`src/rtl/cnt_sequencer.sv`:
```
// cnt_sequencer: command-driven 8-bit up/down counter with an IDLE/RUN/PAUSE/DONE
// sequencer, a programmable terminal limit, optional auto-reload and a
// single-cycle done pulse.
//
// Optional feature macro: CNT_SEQ_PRESCALE_EN
//   defined   -> START latches a 4-bit prescale P from cmd_data[7:4]; RUN ticks
//                occur every P+1 cycles.
//   undefined -> every RUN cycle is a tick and cmd_data[7:4] is ignored by START.
//
// An accepted command always pre-empts the RUN tick on the same edge: the
// counter neither steps nor reaches terminal on that edge. In particular a
// SET_LIMIT in RUN holds count for that one edge, so the new limit is first
// seen by the following tick compare.

module cnt_sequencer #(
  parameter logic [7:0] LIMIT_RST = 8'hFF
) (
  input  logic       clk,
  input  logic       rst_n,
  input  logic       cmd_valid,
  output logic       cmd_ready,
  input  logic [1:0] cmd_op,
  input  logic [7:0] cmd_data,
  output logic [7:0] count,
  output logic [1:0] state,
  output logic       done,
  output logic       busy
);

  // FSM state encoding (visible on the state port)
  localparam logic [1:0] ST_IDLE  = 2'b00;
  localparam logic [1:0] ST_RUN   = 2'b01;
  localparam logic [1:0] ST_PAUSE = 2'b10;
  localparam logic [1:0] ST_DONE  = 2'b11;

  // Command opcodes
  localparam logic [1:0] OP_SET_LIMIT = 2'b00;
  localparam logic [1:0] OP_START     = 2'b01;
  localparam logic [1:0] OP_STOP      = 2'b10;
  localparam logic [1:0] OP_CLEAR     = 2'b11;

  // Architectural registers
  logic [7:0] limit_r;
  logic       auto_reload_r;
  logic       down_r;
  logic [7:0] count_r;
  logic [1:0] state_r;
  logic       done_r;
  logic       busy_r;
  logic       cmd_ready_r;

  // Next-state values
  logic [7:0] limit_nxt_s;
  logic       auto_reload_nxt_s;
  logic       down_nxt_s;
  logic [7:0] count_nxt_s;
  logic [1:0] state_nxt_s;
  logic       done_nxt_s;

  // Handshake and tick qualifiers
  logic       accept_s;
  logic       tick_s;
  logic       terminal_s;

`ifdef CNT_SEQ_PRESCALE_EN
  logic [3:0] prescale_r;
  logic [3:0] prescaler_r;
  logic       presc_restart_s;
  logic       prescale_load_s;
`endif

  assign accept_s = cmd_valid & cmd_ready_r;

`ifdef CNT_SEQ_PRESCALE_EN
  assign tick_s = (state_r == ST_RUN) && (prescaler_r == prescale_r);
`else
  assign tick_s = (state_r == ST_RUN);
`endif

  // Terminal value is the limit when counting up and zero when counting down
  assign terminal_s = down_r ? (count_r == 8'd0) : (count_r == limit_r);

  assign cmd_ready = cmd_ready_r;
  assign count     = count_r;
  assign state     = state_r;
  assign done      = done_r;
  assign busy      = busy_r;

  // Next-state computation: accepted command first, otherwise a RUN tick
  always_comb begin
    limit_nxt_s       = limit_r;
    auto_reload_nxt_s = auto_reload_r;
    down_nxt_s        = down_r;
    count_nxt_s       = count_r;
    state_nxt_s       = state_r;
    done_nxt_s        = 1'b0;
`ifdef CNT_SEQ_PRESCALE_EN
    presc_restart_s   = 1'b0;
    prescale_load_s   = 1'b0;
`endif
    if (accept_s) begin
      case (cmd_op)
        OP_SET_LIMIT: begin
          limit_nxt_s = cmd_data;
        end
        OP_START: begin
          if (state_r == ST_PAUSE) begin
            // Resume: operand ignored, count untouched
            state_nxt_s = ST_RUN;
          end else begin
            auto_reload_nxt_s = cmd_data[0];
            down_nxt_s        = cmd_data[1];
            count_nxt_s       = cmd_data[1] ? limit_r : 8'd0;
            state_nxt_s       = ST_RUN;
`ifdef CNT_SEQ_PRESCALE_EN
            prescale_load_s   = 1'b1;
`endif
          end
`ifdef CNT_SEQ_PRESCALE_EN
          presc_restart_s = 1'b1;
`endif
        end
        OP_STOP: begin
          if (state_r == ST_RUN) begin
            state_nxt_s = ST_PAUSE;
          end else begin
            state_nxt_s = state_r;
          end
        end
        OP_CLEAR: begin
          state_nxt_s = ST_IDLE;
          count_nxt_s = 8'd0;
`ifdef CNT_SEQ_PRESCALE_EN
          presc_restart_s = 1'b1;
`endif
        end
        default: begin
          state_nxt_s = state_r;
        end
      endcase
    end else if (tick_s) begin
      if (terminal_s) begin
        done_nxt_s = 1'b1;
        if (auto_reload_r) begin
          count_nxt_s = down_r ? limit_r : 8'd0;
`ifdef CNT_SEQ_PRESCALE_EN
          presc_restart_s = 1'b1;
`endif
        end else begin
          state_nxt_s = ST_DONE;
        end
      end else begin
        // Modulo-256 step; an up-count above the limit wraps through 0
        count_nxt_s = down_r ? (count_r - 8'd1) : (count_r + 8'd1);
      end
    end else begin
      count_nxt_s = count_r;
    end
  end

  // Architectural state registers with asynchronous active-low reset
  always_ff @(posedge clk or negedge rst_n) begin
    if (!rst_n) begin
      limit_r       <= LIMIT_RST;
      auto_reload_r <= 1'b0;
      down_r        <= 1'b0;
      count_r       <= 8'd0;
      state_r       <= ST_IDLE;
      done_r        <= 1'b0;
      busy_r        <= 1'b0;
    end else begin
      limit_r       <= limit_nxt_s;
      auto_reload_r <= auto_reload_nxt_s;
      down_r        <= down_nxt_s;
      count_r       <= count_nxt_s;
      state_r       <= state_nxt_s;
      done_r        <= done_nxt_s;
      busy_r        <= (state_nxt_s == ST_RUN);
    end
  end

  // cmd_ready drops for exactly one cycle after each accepted command
  always_ff @(posedge clk or negedge rst_n) begin
    if (!rst_n) begin
      cmd_ready_r <= 1'b1;
    end else begin
      cmd_ready_r <= ~accept_s;
    end
  end

`ifdef CNT_SEQ_PRESCALE_EN
  // Prescale divider: counts 0..P in RUN, restarts on START/resume/reload
  always_ff @(posedge clk or negedge rst_n) begin
    if (!rst_n) begin
      prescale_r  <= 4'd0;
      prescaler_r <= 4'd0;
    end else begin
      if (prescale_load_s) begin
        prescale_r <= cmd_data[7:4];
      end else begin
        prescale_r <= prescale_r;
      end
      if (presc_restart_s || (tick_s && !accept_s)) begin
        prescaler_r <= 4'd0;
      end else if ((state_r == ST_RUN) && !accept_s) begin
        prescaler_r <= prescaler_r + 4'd1;
      end else begin
        prescaler_r <= prescaler_r;
      end
    end
  end
`endif

endmodule
```
`config.mk`:
```
export PLATFORM = sky130hd
export DESIGN_NAME = cnt_sequencer
export DESIGN_NICKNAME = d
export VERILOG_FILES = /design/src/rtl/cnt_sequencer.sv
export SDC_FILE = /design/constraint.sdc
export NUM_CORES = 1
export LEC_CHECK = 0
export ABC_CLOCK_PERIOD_IN_PS = 1950
export CELL_PAD_IN_SITES_DETAIL_PLACEMENT = 1
export CELL_PAD_IN_SITES_GLOBAL_PLACEMENT = 1
export CORE_ASPECT_RATIO = 1.25
export CORE_UTILIZATION = 36
export DETAILED_ROUTE_END_ITERATION = 10
export GPL_TIMING_DRIVEN = 0
export PLACE_DENSITY = 0.78
export SLEW_MARGIN = 5
export SYNTH_ARGS = -nofsm -noshare
export SYNTH_HDL_FRONTEND = slang
export SYNTH_SLANG_ARGS = --single-unit
```
`constraint.sdc`:
```
create_clock -name clk -period 1.95 [get_ports clk]
set_input_delay 0.2925 -clock clk [delete_from_list [all_inputs] [get_ports clk]]
set_output_delay 0.2925 -clock clk [all_outputs]
set_load 0.02 [all_outputs]
```
==> flow_summary.toml, run 1 <==
# implementation run metrics
[critical_path]
timing_worst_setup_path_type = "flip-flop to flip-flop"
worst_setup_path_start_kind = "flip-flop"
crit_path_cell_trace = "xor2_1 -> nor4_2 -> buf_4 -> buf_6 -> nand4_1 -> and4_1 -> a21oi_2 -> o31ai_2"
critical-path-max-stage-delay_ps = 470
crit_path_top_delay_cell = "dfrtp_1"
worst_setup_path_startpoint = "count[6]"
end_kind = "flip-flop"
critical_path_arrival_ps = 2410
worstPathRequired_ps = 2100
rr_worst_depth = 8
setup.worst_path.end = "count[6]"
crit-reg2reg-launch = "count[6]"
worst_reg_to_reg_setup_slack_ps = -320
critical_path.max_fanout = 5
timing.rr.end = "count[6]"

[sta]
timing.final.max_slew_violations = 0
final.setup.worst_slack_ps = -318
hold_slack_ps = 580
layout_min_cycle_time_ps = 2270
final.setup_skew_ps = 2.03
fmaxAchievable_mhz = 441
rsz0062_at_grt = "true"
max_slew_margin = 0.259
portion_of_the_clock_cycle_consumed_by_the_worst_path_in_the_final_layout = 1.16
final_hold_viol_count = 0
fin_tns_setup_ps = -2210
finalSetupViolations = 8
tightestPinTransition_ps = 1110

[grt]
grt_pass1_wl_um = 7530
grt_antenna_before_repair = 0
grt_pass1_vias = 1510
grt_start_max_net_pins = 24
grt_usage = 0.241

[route]
drtIter0Drc = 45
drt_pass1_iterations = 4
detailroute.via_count = 1347
antenna_violating_nets_post_route = 0
detail_route.wirelength_um = 5020
drc = 0
post_drt_wl_per_cell_um = 21.4

[floorplan]
chipArea_sq_um = 4230
placement_rows = 25
die_width_um = 58.4
chipHeight_um = 72.5
core_sq_um = 3780
ioPinCount = 26

[status]
violations = "negative setup slack"
run_status = "finished with violations"

[synthesis]
synthMuxAreaShare = 0.0945
yosys-dominant-comb-family = "simple AND/OR/NAND/NOR gates"
synth-compound-area-share = 0.147
synth_flop_count = 23
ys_types = 43
yosys_area_sq_um = 1430
post_synthesis_instance_area_sq_um = 1430
synthesis.nets = 158
post_synth_and_or_nand_nor_area_fraction = 0.174
synthesis.instances = 138
xor_area_frac = 0.0735
seq_area_frac_synth = 0.410
ys_cells = 138
yosysWarningCount = 0

[clock_network]
cts_buffers = 3
cts_tree = "built"
clock-sinks = 23
cts.root.buffer_cell = "clkbuf_8"
clock_path_buffers = 2
clkSlewWorstSetupHoldPaths_ps = 80
h_tree_lvls = 1
clock.latency.late_pin_ps = 270

[cells_and_area]
nNetsFinal = 202
drive_above_1_share = 0.414
n_antenna_cell = 0
fin_cells = 235
signed_area_change_from_the_synthesized_netlist_to_the_final_layout_pct = 47.6
fin_area_sq_um = 2110
final_core_utilization = 0.558

[place]
placed_cells_incl_taps = 217
pre_cts_ws_ps = -558
i_o_buffers = 25
gp_routability_congestion = 0.840
dp_hpwl_um = 3050
placed_cell_area_sq_um = 1770

[min_path]
min_to = "state[0]"
holdCritPathClass = "primary input to flip-flop"
worstHoldStart = "cmd_op[1]"

[power_and_ir_drop]
cell_internal_pwr_mw = 1.90
ir_worst_vdd_mv = 0.988
fin_total_pwr_mw = 3.38
static-leakage-power_nw = 0.839
switchingPower_mw = 1.48
comb_power_share = 0.626
power-per-cell-area_nw_per_um2 = 1600
p_sw_frac = 0.438
power_frac_clock = 0.090
seqPwrFrac = 0.284

[run]
stage_log_warnings = 29
maxCapViolCount = 0
-- run 1: cell families (layout without fill, tap and decap cells) --
logic type	Yosys count	count (layout)
buffers and inverters	10	53
DFF	23	23
AOI/OAI and AO/OA	30	30
and+or+nand+nor	44	44
xor gates and xnor gates	12	12
muxes	12	12
adders and majority gates	7	7
-- run 1: metal layers --
metal / routed length [um] / global-route usage
met5: 0 / 0
met4: 231 / 0.108
met3: 176 / 0.0214
met2: 2740 / 0.460
met1: 1870 / 0.264
-- run 1: cells in the final DEF, fill, tap and decap left out, drive strengths merged, types with 6 or more instances in the layout --
| master | count |
|---|---|
| dfstp | 9 |
| clkdlybuf4s50 | 24 |
| inv | 8 |
| nand2 | 6 |
| nor2 | 11 |
| dfrtp | 14 |
| ha | 6 |
| xor2 | 8 |
| mux2 | 12 |
| buf | 16 |
| a21oi | 10 |
-- run 1: cell usage after synthesis --
cell	instances	share of area
nand2_1	6	0.016
nor4_1	1	0.0044
and3_1	2	0.0087
nor2b_1	2	0.0087
nand4_1	1	0.0044
dfstp_2	9	0.17
xor2_1	8	0.049
nor3_2	1	0.0070
ha_1	6	0.052
a311oi_1	2	0.012
inv_1	7	0.018
nor3_1	2	0.0070
a31oi_1	3	0.013
fa_1	1	0.014
nor4_2	1	0.0087
nand3b_1	1	0.0053
nand2b_1	3	0.013
o41ai_1	1	0.0061
and2_1	1	0.0044
a221oi_1	4	0.024
or4_1	1	0.0053
a22oi_2	1	0.0087
and2_4	1	0.0061
a21oi_1	10	0.035
a21o_1	1	0.0053
o21ai_0	2	0.0070
a2bb2oi_1	1	0.0061
a32o_1	1	0.0070
or3b_1	1	0.0061
buf_6	1	0.0079
o31ai_1	1	0.0053
buf_4	1	0.0053
nand3_1	5	0.017
o211ai_1	1	0.0053
mux2_2	12	0.094
xnor2_1	4	0.024
o21a_1	1	0.0053
inv_2	1	0.0026
nor2_1	11	0.029
o32ai_1	1	0.0061
or3_1	1	0.0044
dfrtp_1	14	0.24
and4_1	3	0.018
-- run 1: critical path: cells and delay by family (launching register included) --
kind / cells / cell delay, ps
simple gates: 3 / 960
flops: 1 / 470
buf+inv: 2 / 270
compound gates: 2 / 240
xor+xnor: 1 / 200
-- run 1: power groups by stage --
stage | logic (mW) | clock network [mW] | registers (mW)
floorplan | 0.944 | 0 | 0.962
global placement | 1.45 | 0 | 0.905
detailed placement | 1.54 | 0 | 0.915
CTS | 1.87 | 0.302 | 0.936
global route | 2.27 | 0.322 | 0.979
finish | 2.12 | 0.304 | 0.960
-- run 1: what timing repair did --
item,CTS,global route
endpoints found under the setup margin,16,8
resized,21,16
gates cloned,1,0
hold buffers,0,0
buffers inserted,10,3
pin swaps,10,9
-- run 1: final cells by class --
class | count | area, sq um
fillers | 421 | 1670
multi-input cells | 105 | 975
flip-flops and latches | 23 | 593
repair buffers | 39 | 378
well taps | 54 | 67.6
clock buffers | 4 | 45.0
inverters | 8 | 30.0
plain buffers | 2 | 22.5
-- run 1: sequential cells by signal, summed over array words and instances (netlist names) --
| signal | count |
|---|---|
| done | 1 |
| auto_reload_r | 1 |
| state | 2 |
| limit_r | 8 |
| down_r | 1 |
| count | 8 |
| busy | 1 |
| cmd_ready | 1 |
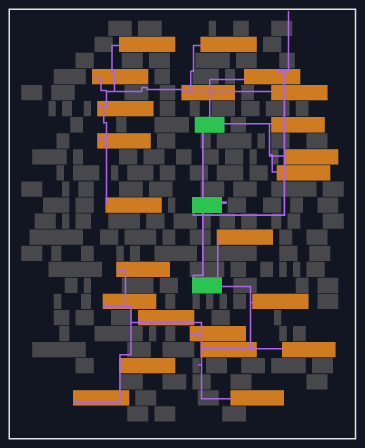
**Above:** run 1 (routed clock nets over the placement).
Orange is flip-flops, count 23. Purple is clock wires, length 316 um. Green is clock drivers, count 3.
There are 4 routed clock nets.

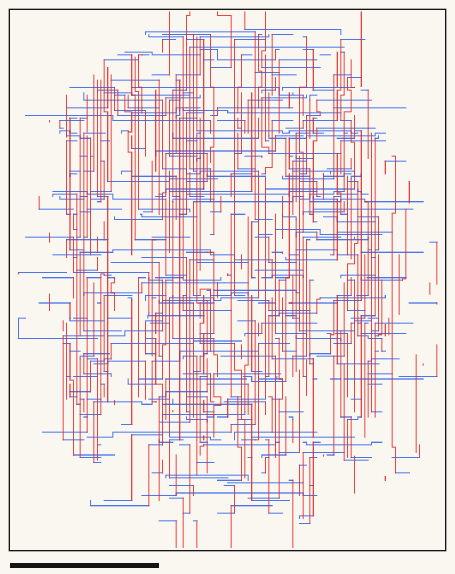
**Above:** run 1 (routed metal, one color a layer).
Scale bar: 20 um. Only two layers are drawn.
Red is metal 2, wire length 2740 um. Blue is metal 1, wire length 1870 um.

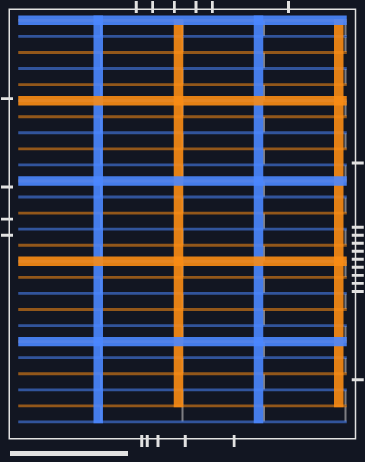
**Above:** run 1 (power grid).
Scale bar: 20 um. Pins as bars on the die edge. Tap cells in gray.
Orange is VDD. Blue is VSS.
26 signal pins sit on the boundary. 4 straps on met4. 5 straps on met5. 26 met1 rails follow the rows. 54 tap cells.

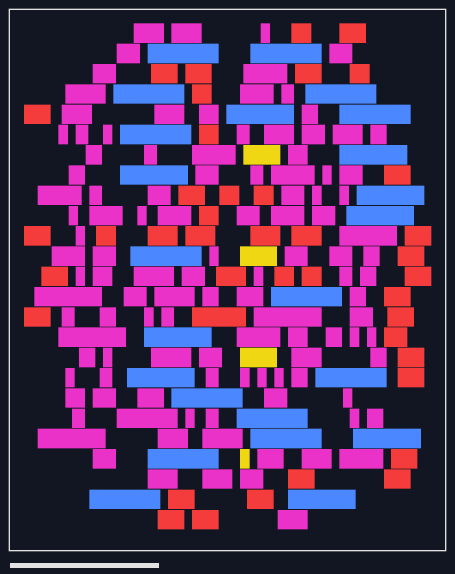
**Above:** run 1 (cell classes on the final placement).
Scale bar: 20 um.
Magenta is combinational and other logic, cells 113. Red is other buffers and delay cells, cells 41. Yellow is clock drivers and dummy loads, cells 4. Blue is flops, cells 23.

==> run 2, diff against run 1 <==
SKIP_CTS_REPAIR_TIMING = 1   (was not set)
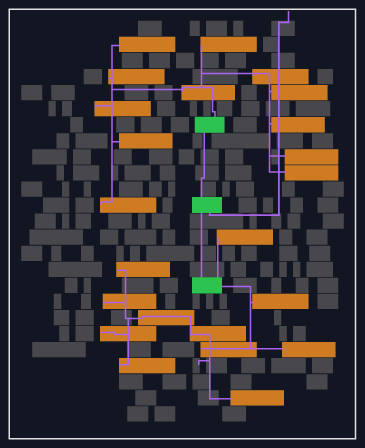
**Above:** run 2 (routed clock nets over the placement).
Green is clock drivers, count 3. Purple is clock wires, length 288 um. Orange is flip-flops, count 23.
There are 4 routed clock nets.

==> flow_summary.toml, run 2 <==
# implementation run metrics
[grt]
grt_pass1_wl_um = 6620
globalRouteOverflowTotal = 0
grt_usage = 0.207
grt_antenna_before_repair = 0
grt_start_max_net_pins = 24
grt_pass1_vias = 1436

[cells_and_area]
layout.cells.most_common_list = "clkdlybuf4s50_1 (24), mux2_2 (12), nor2_1 (11)"
n_antenna_cell = 0
signed_area_change_from_the_synthesized_netlist_to_the_final_layout_pct = 44.6
layout_top_cell = "clkdlybuf4s50_1"
nNetsFinal = 198
drive_above_1_share = 0.390
final_core_utilization = 0.546

[place]
dp_hpwl_um = 3050
i_o_buffers = 25
gp_routability_congestion = 0.840

[critical_path]
timing_worst_setup_path_type = "primary input to flip-flop"
timing.rr.end = "count[4]"
critical_path.n_buffers_inverters = 1
worst_setup_path_start_kind = "primary input"
crit-reg2reg-launch = "count[1]"
worstSetupPathDepth = 7
critical-path-max-stage-delay_ps = 600
worstPathRequired_ps = 2150
worst_setup_path_startpoint = "cmd_op[0]"
end_kind = "flip-flop"
crit_path_cell_trace = "clkdlybuf4s50_1 -> and3_1 -> nand2_1 -> a22oi_2 -> nand2_2 -> or4_1 -> nand3_1"
critical_path_arrival_ps = 2450
crit_path_top_delay_cell = "clkdlybuf4s50_1"
worst_reg_to_reg_setup_slack_ps = -280
rr_worst_depth = 7
setup.worst_path.end = "count[7]"
crit_family = "simple AND/OR/NAND/NOR gates"
critical_path.max_fanout = 6

[sta]
tightestPinTransition_ps = 1070
fmaxAchievable_mhz = 444
max_slew_margin = 0.284
finalSetupViolations = 9
portion_of_the_clock_cycle_consumed_by_the_worst_path_in_the_final_layout = 1.16
final.setup.worst_slack_ps = -304
layout_min_cycle_time_ps = 2250
rsz0062_at_grt = "true"
final.setup_skew_ps = 3.07
timing.final.max_slew_violations = 0
final_hold_viol_count = 0
hold_slack_ps = 463

[synthesis]
synthesis.nets = 158
synthesis.instances = 138
ys_types = 43
avgSynthCellArea_sq_um = 10.4
synthDominantCellAreaShare = 0.245
topCellsByArea = "dfrtp_1 (24%), dfstp_2 (17%), mux2_2 (9.4%), ha_1 (5.2%), xor2_1 (4.9%)"
post_synthesis_instance_area_sq_um = 1430
ys_cells = 138
synth_flop_count = 23
flop_cell = "dfrtp_1"
seq_area_frac_synth = 0.410
yosysWarningCount = 0
synth_top_cell_by_count = "dfrtp_1"
asyncSetResetFlopFracSynth = 1.00
yosys_area_sq_um = 1430
synth_top_cell_by_area = "dfrtp_1"
synth.cells.most_frequent = "dfrtp_1 (14), mux2_2 (12), nor2_1 (11), a21oi_1 (10), dfstp_2 (9)"
enable_flop_cells = 0

[floorplan]
die_width_um = 58.4
chipHeight_um = 72.5
floorplan.initialDensity = 0.378
placement_rows = 25
core_sq_um = 3780
chipArea_sq_um = 4230
ioPinCount = 26

[route]
antenna_violating_nets_post_route = 0
detail_route.wirelength_um = 4500
detailroute.via_count = 1303
post_drt_wl_per_cell_um = 19.5
viasPerCell = 5.64
drt_pass1_iterations = 4
drc = 0
drtIter0Drc = 44

[power_and_ir_drop]
static-leakage-power_nw = 0.821
power-per-cell-area_nw_per_um2 = 1570
ir_worst_vdd_mv = 0.942

[clock_network]
clock.latency.late_pin_ps = 260
clock_path_buffers = 2
cts_tree = "built"
cts_buffers = 3
cts.root.buffer_cell = "clkbuf_8"
clkSlewWorstSetupHoldPaths_ps = 80
clock-sinks = 23
h_tree_lvls = 1

[min_path]
holdCritPathClass = "primary input to flip-flop"

[status]
violations = "negative setup slack"
run_status = "finished with violations"

[run]
maxCapViolCount = 0
stage_log_warnings = 28
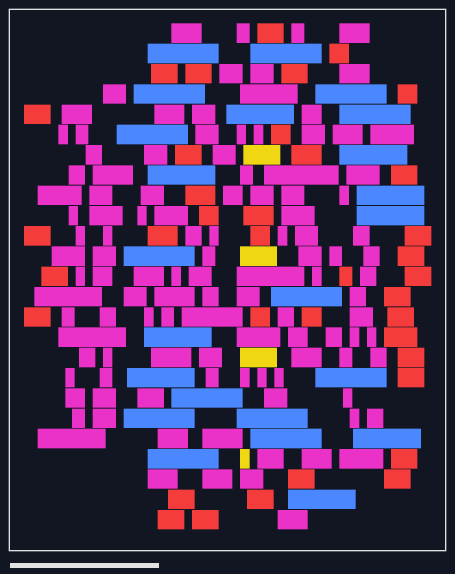
**Above:** run 2 (cell classes on the final placement).
Scale bar: 20 um.
Red is other buffers and delay cells, cells 37. Blue is flops, cells 23. Yellow is clock drivers and dummy loads, cells 4. Magenta is combinational and other logic, cells 113.

## run 2: logic make-up (layout without fill, tap and decap cells)
group,Yosys count,count (layout),share of synthesized area
AOI/OAI and AO/OA,30,30,0.147
DFF,23,23,0.410
xor gates and xnor gates,12,12,0.0735
and+or+nand+nor,44,44,0.174
muxes,12,12,0.0945
adders and majority gates,7,7,0.0665
buffers and inverters,10,49,0.0341
## run 2: through the flow
step                cell area [sq um]  setup slack (ps)  power (mW)  std cells  setup TNS [ps]
finish                           2070              -304        3.24        231           -1630
detailed placement               1770              -558        2.46        217           -6160
floorplan                        1460             -31.6        1.91        138           -31.6
CTS                              1820              -420        2.77        221           -2310
global placement                 1770              -445        2.36        217           -4690
global route                     2070              -368        3.45        231           -2170
## run 2: area by class of cell
cell class,count,area [sq um]
buffer,1,11.3
clock buffer,4,45.0
fill,424,1720
inverter,8,30.0
multi-input combinational,105,977
sequential,23,593
tap,54,67.6
timing repair buffer,36,344
## run 2: worst min path at each step
stage | start | to | cells past startpoint
2_1_floorplan | rst_n | auto_reload_r | 0
3_3_place_gp | auto_reload_r | state[1] | 1
3_5_place_dp | auto_reload_r | auto_reload_r | 1
4_1_cts | auto_reload_r | state[1] | 1
5_1_grt | cmd_op[1] | state[0] | 2
6_report | cmd_op[1] | state[0] | 2
## run 2: report_power, final
part	leakage, nW	switching (mW)	internal [mW]
clock network	0.0228	0.145	0.146
logic	0.539	0.989	1.02
registers	0.259	0.283	0.667
## run 2: per-layer routing
layer / GRT usage / up-vias / part of all wire
li1: - / 588 / -
met1: 0.217 / 672 / 0.37
met2: 0.410 / 35 / 0.58
met3: 0.0178 / 8 / 0.034
met4: 0.0873 / 0 / 0.022
met5: 0 / - / 0
==> run 3, diff against run 2 <==
--- a/config.mk
+++ b/config.mk
@@ -15,4 +15,5 @@
 export PLACE_DENSITY = 0.78
 export SKIP_CTS_REPAIR_TIMING = 1
+export SKIP_LAST_GASP = 1
 export SLEW_MARGIN = 5
 export SYNTH_ARGS = -nofsm -noshare
==> constraint.sdc (replaced) <==
create_clock -name clk -period 1.95 [get_ports clk]
set_input_delay 0.4875 -clock clk [delete_from_list [all_inputs] [get_ports clk]]
set_output_delay 0.4875 -clock clk [all_outputs]
set_load 0.02 [all_outputs]
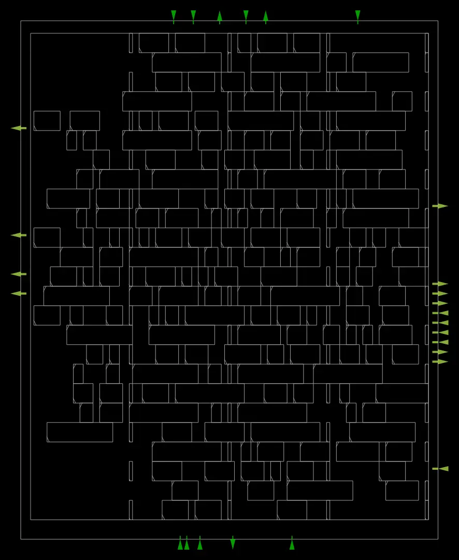
**Above:** run 3 (placement view).
Seq cells: 23
Site Rows: 25

==> flow_summary.toml, run 3 <==
# implementation run metrics
[status]
run_status = "finished with violations"
violations = "negative setup slack"

[sta]
fmaxAchievable_mhz = 439
max_slew_margin = 0.282
timing.final.max_slew_violations = 0
hold_slack_ps = 618
finalSetupViolations = 10
final_hold_viol_count = 0
rsz0062_at_grt = "true"
tightestPinTransition_ps = 1070
final.setup_skew_ps = 4.41
portion_of_the_clock_cycle_consumed_by_the_worst_path_in_the_final_layout = 1.17
final.setup.worst_slack_ps = -326
layout_min_cycle_time_ps = 2280

[synthesis]
avgSynthCellArea_sq_um = 10.4
ys_types = 43
topCellsByArea = "dfrtp_1 (24%), dfstp_2 (17%), mux2_2 (9.4%), ha_1 (5.2%), xor2_1 (4.9%)"
flop_cell = "dfrtp_1"
post_synthesis_instance_area_sq_um = 1430
xor_area_frac = 0.0735
enable_flop_cells = 0
synthMuxAreaShare = 0.0945
synth_flop_count = 23
synthDominantCellAreaShare = 0.245
synthesis.nets = 158
synth_top_cell_by_count = "dfrtp_1"
post_synth_and_or_nand_nor_area_fraction = 0.174
yosysWarningCount = 0
synthesis.instances = 138
synth.cellmix.adderShare = 0.0665
yosys-dominant-comb-family = "simple AND/OR/NAND/NOR gates"
yosys_area_sq_um = 1430
ys_cells = 138
synth.cells.most_frequent = "dfrtp_1 (14), mux2_2 (12), nor2_1 (11), a21oi_1 (10), dfstp_2 (9)"
asyncSetResetFlopFracSynth = 1.00
synth-compound-area-share = 0.147
synth_top_cell_by_area = "dfrtp_1"

[run]
stage_log_warnings = 28
maxCapViolCount = 0

[place]
i_o_buffers = 25
gp_routability_congestion = 0.840
placed_cell_area_sq_um = 1770
dp_hpwl_um = 3050
pre_cts_ws_ps = -753

[route]
drc = 0
detailroute.via_count = 1348
viasPerCell = 5.64
antenna_violating_nets_post_route = 0
post_drt_wl_per_cell_um = 20.1
drt_pass1_iterations = 4
detail_route.wirelength_um = 4790
drtIter0Drc = 44

[floorplan]
floorplan.initialDensity = 0.378
core_sq_um = 3780
ioPinCount = 26
chipHeight_um = 72.5
chipArea_sq_um = 4230

[cells_and_area]
signed_area_change_from_the_synthesized_netlist_to_the_final_layout_pct = 49.3
n_antenna_cell = 0
drive_above_1_share = 0.400
layout.cells.most_common_list = "clkdlybuf4s50_1 (23), buf_4 (12), nor2_1 (11), mux2_2 (11)"
nNetsFinal = 206
layout_top_cell = "clkdlybuf4s50_1"

[critical_path]
end_kind = "flip-flop"
worst_reg_to_reg_setup_slack_ps = -330
worst_setup_path_start_kind = "flip-flop"
critical_path_arrival_ps = 2430
worstPathRequired_ps = 2100
critical_path.max_fanout = 6
timing_worst_setup_path_type = "flip-flop to flip-flop"

[clock_network]
clock_path_buffers = 2
clkSlewWorstSetupHoldPaths_ps = 80
cts_tree = "built"
cts_buffers = 3
h_tree_lvls = 1
clock.latency.late_pin_ps = 270
clock-sinks = 23

[grt]
globalRouteOverflowTotal = 0
grt_start_max_net_pins = 24
grt_pass1_vias = 1436
grt_pass1_wl_um = 6620
grt_antenna_before_repair = 0
grt_usage = 0.207

[power_and_ir_drop]
ir_worst_vdd_mv = 0.926
static-leakage-power_nw = 0.875

[min_path]
holdCritPathClass = "flip-flop to flip-flop"
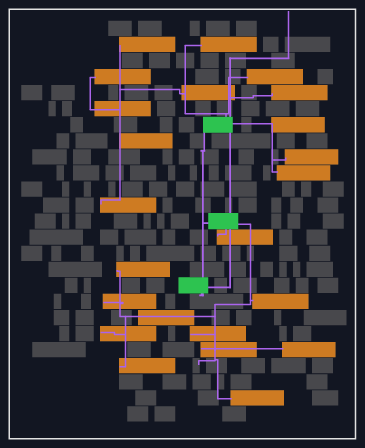
**Above:** run 3 (routed clock nets over the placement).
Green is clock drivers, count 3. Purple is clock wires, length 321 um. Orange is flip-flops, count 23.
There are 4 routed clock nets.

run 3: cell counts after synthesis:
No cell type changed its count.
run 3: cell type report:
type | instances | area (sq um)
Tap cell | 54 | 67.6
Clock buffer | 4 | 45.0
Buffer | 2 | 22.5
Inverter | 8 | 30.0
Sequential cell | 23 | 593
Timing Repair Buffer | 43 | 415
Multi-Input combinational cell | 105 | 962
Fill cell | 414 | 1650
run 3: path summary, 6_finish.rpt:
kind	from	end	cells past startpoint
max	count[1]	count[4]	8
min	auto_reload_r	state[1]	1
max reg2reg	count[1]	count[4]	8
min reg2reg	auto_reload_r	state[1]	1
max in group asynchronous	rst_n	down_r	1
min in group asynchronous	rst_n	auto_reload_r	1
run 3: metal layers:
metal	wire length, um	up-vias	global-route usage
met5	0	-	0
met4	225	0	0.0873
met3	165	17	0.0178
met2	2680	53	0.410
met1	1720	673	0.217
li1	-	605	-
run 3: kinds of logic after synthesis:
| logic type | Yosys count |
|---|---|
| adder cells (fa/ha/maj) | 7 |
| buffers and inverters | 10 |
| flip-flops | 23 |
| AND/OR/NAND/NOR | 44 |
| multiplexers | 12 |
| AND-OR/OR-AND | 30 |
| XOR/XNOR | 12 |
run 3: power breakdown:
group	internal [mW]	switching, mW
Clock	0.146	0.154
Combinational	1.05	1.01
Sequential	0.667	0.280
Total	1.86	1.45
run 3: critical path, stage by stage, from the launching register on:
cell	delay (ps)
dfrtp_2	480
buf_6	150
xor2_4	180
nor4_4	330
a31oi_2	170
and2_4	190
buf_6	130
a32o_1	260
mux2_4	280
run 3: stage by stage:
stage,power [mW],util,setup TNS [ps],cells
global route,3.50,0.564,-2700,239
detailed placement,2.46,0.468,-9570,217
finish,3.31,0.564,-1820,239
global placement,2.36,0.468,-7860,217
floorplan,1.91,-,-31.6,138
CTS,2.77,0.480,-5000,221
Power and IR drop assume default switching activity.
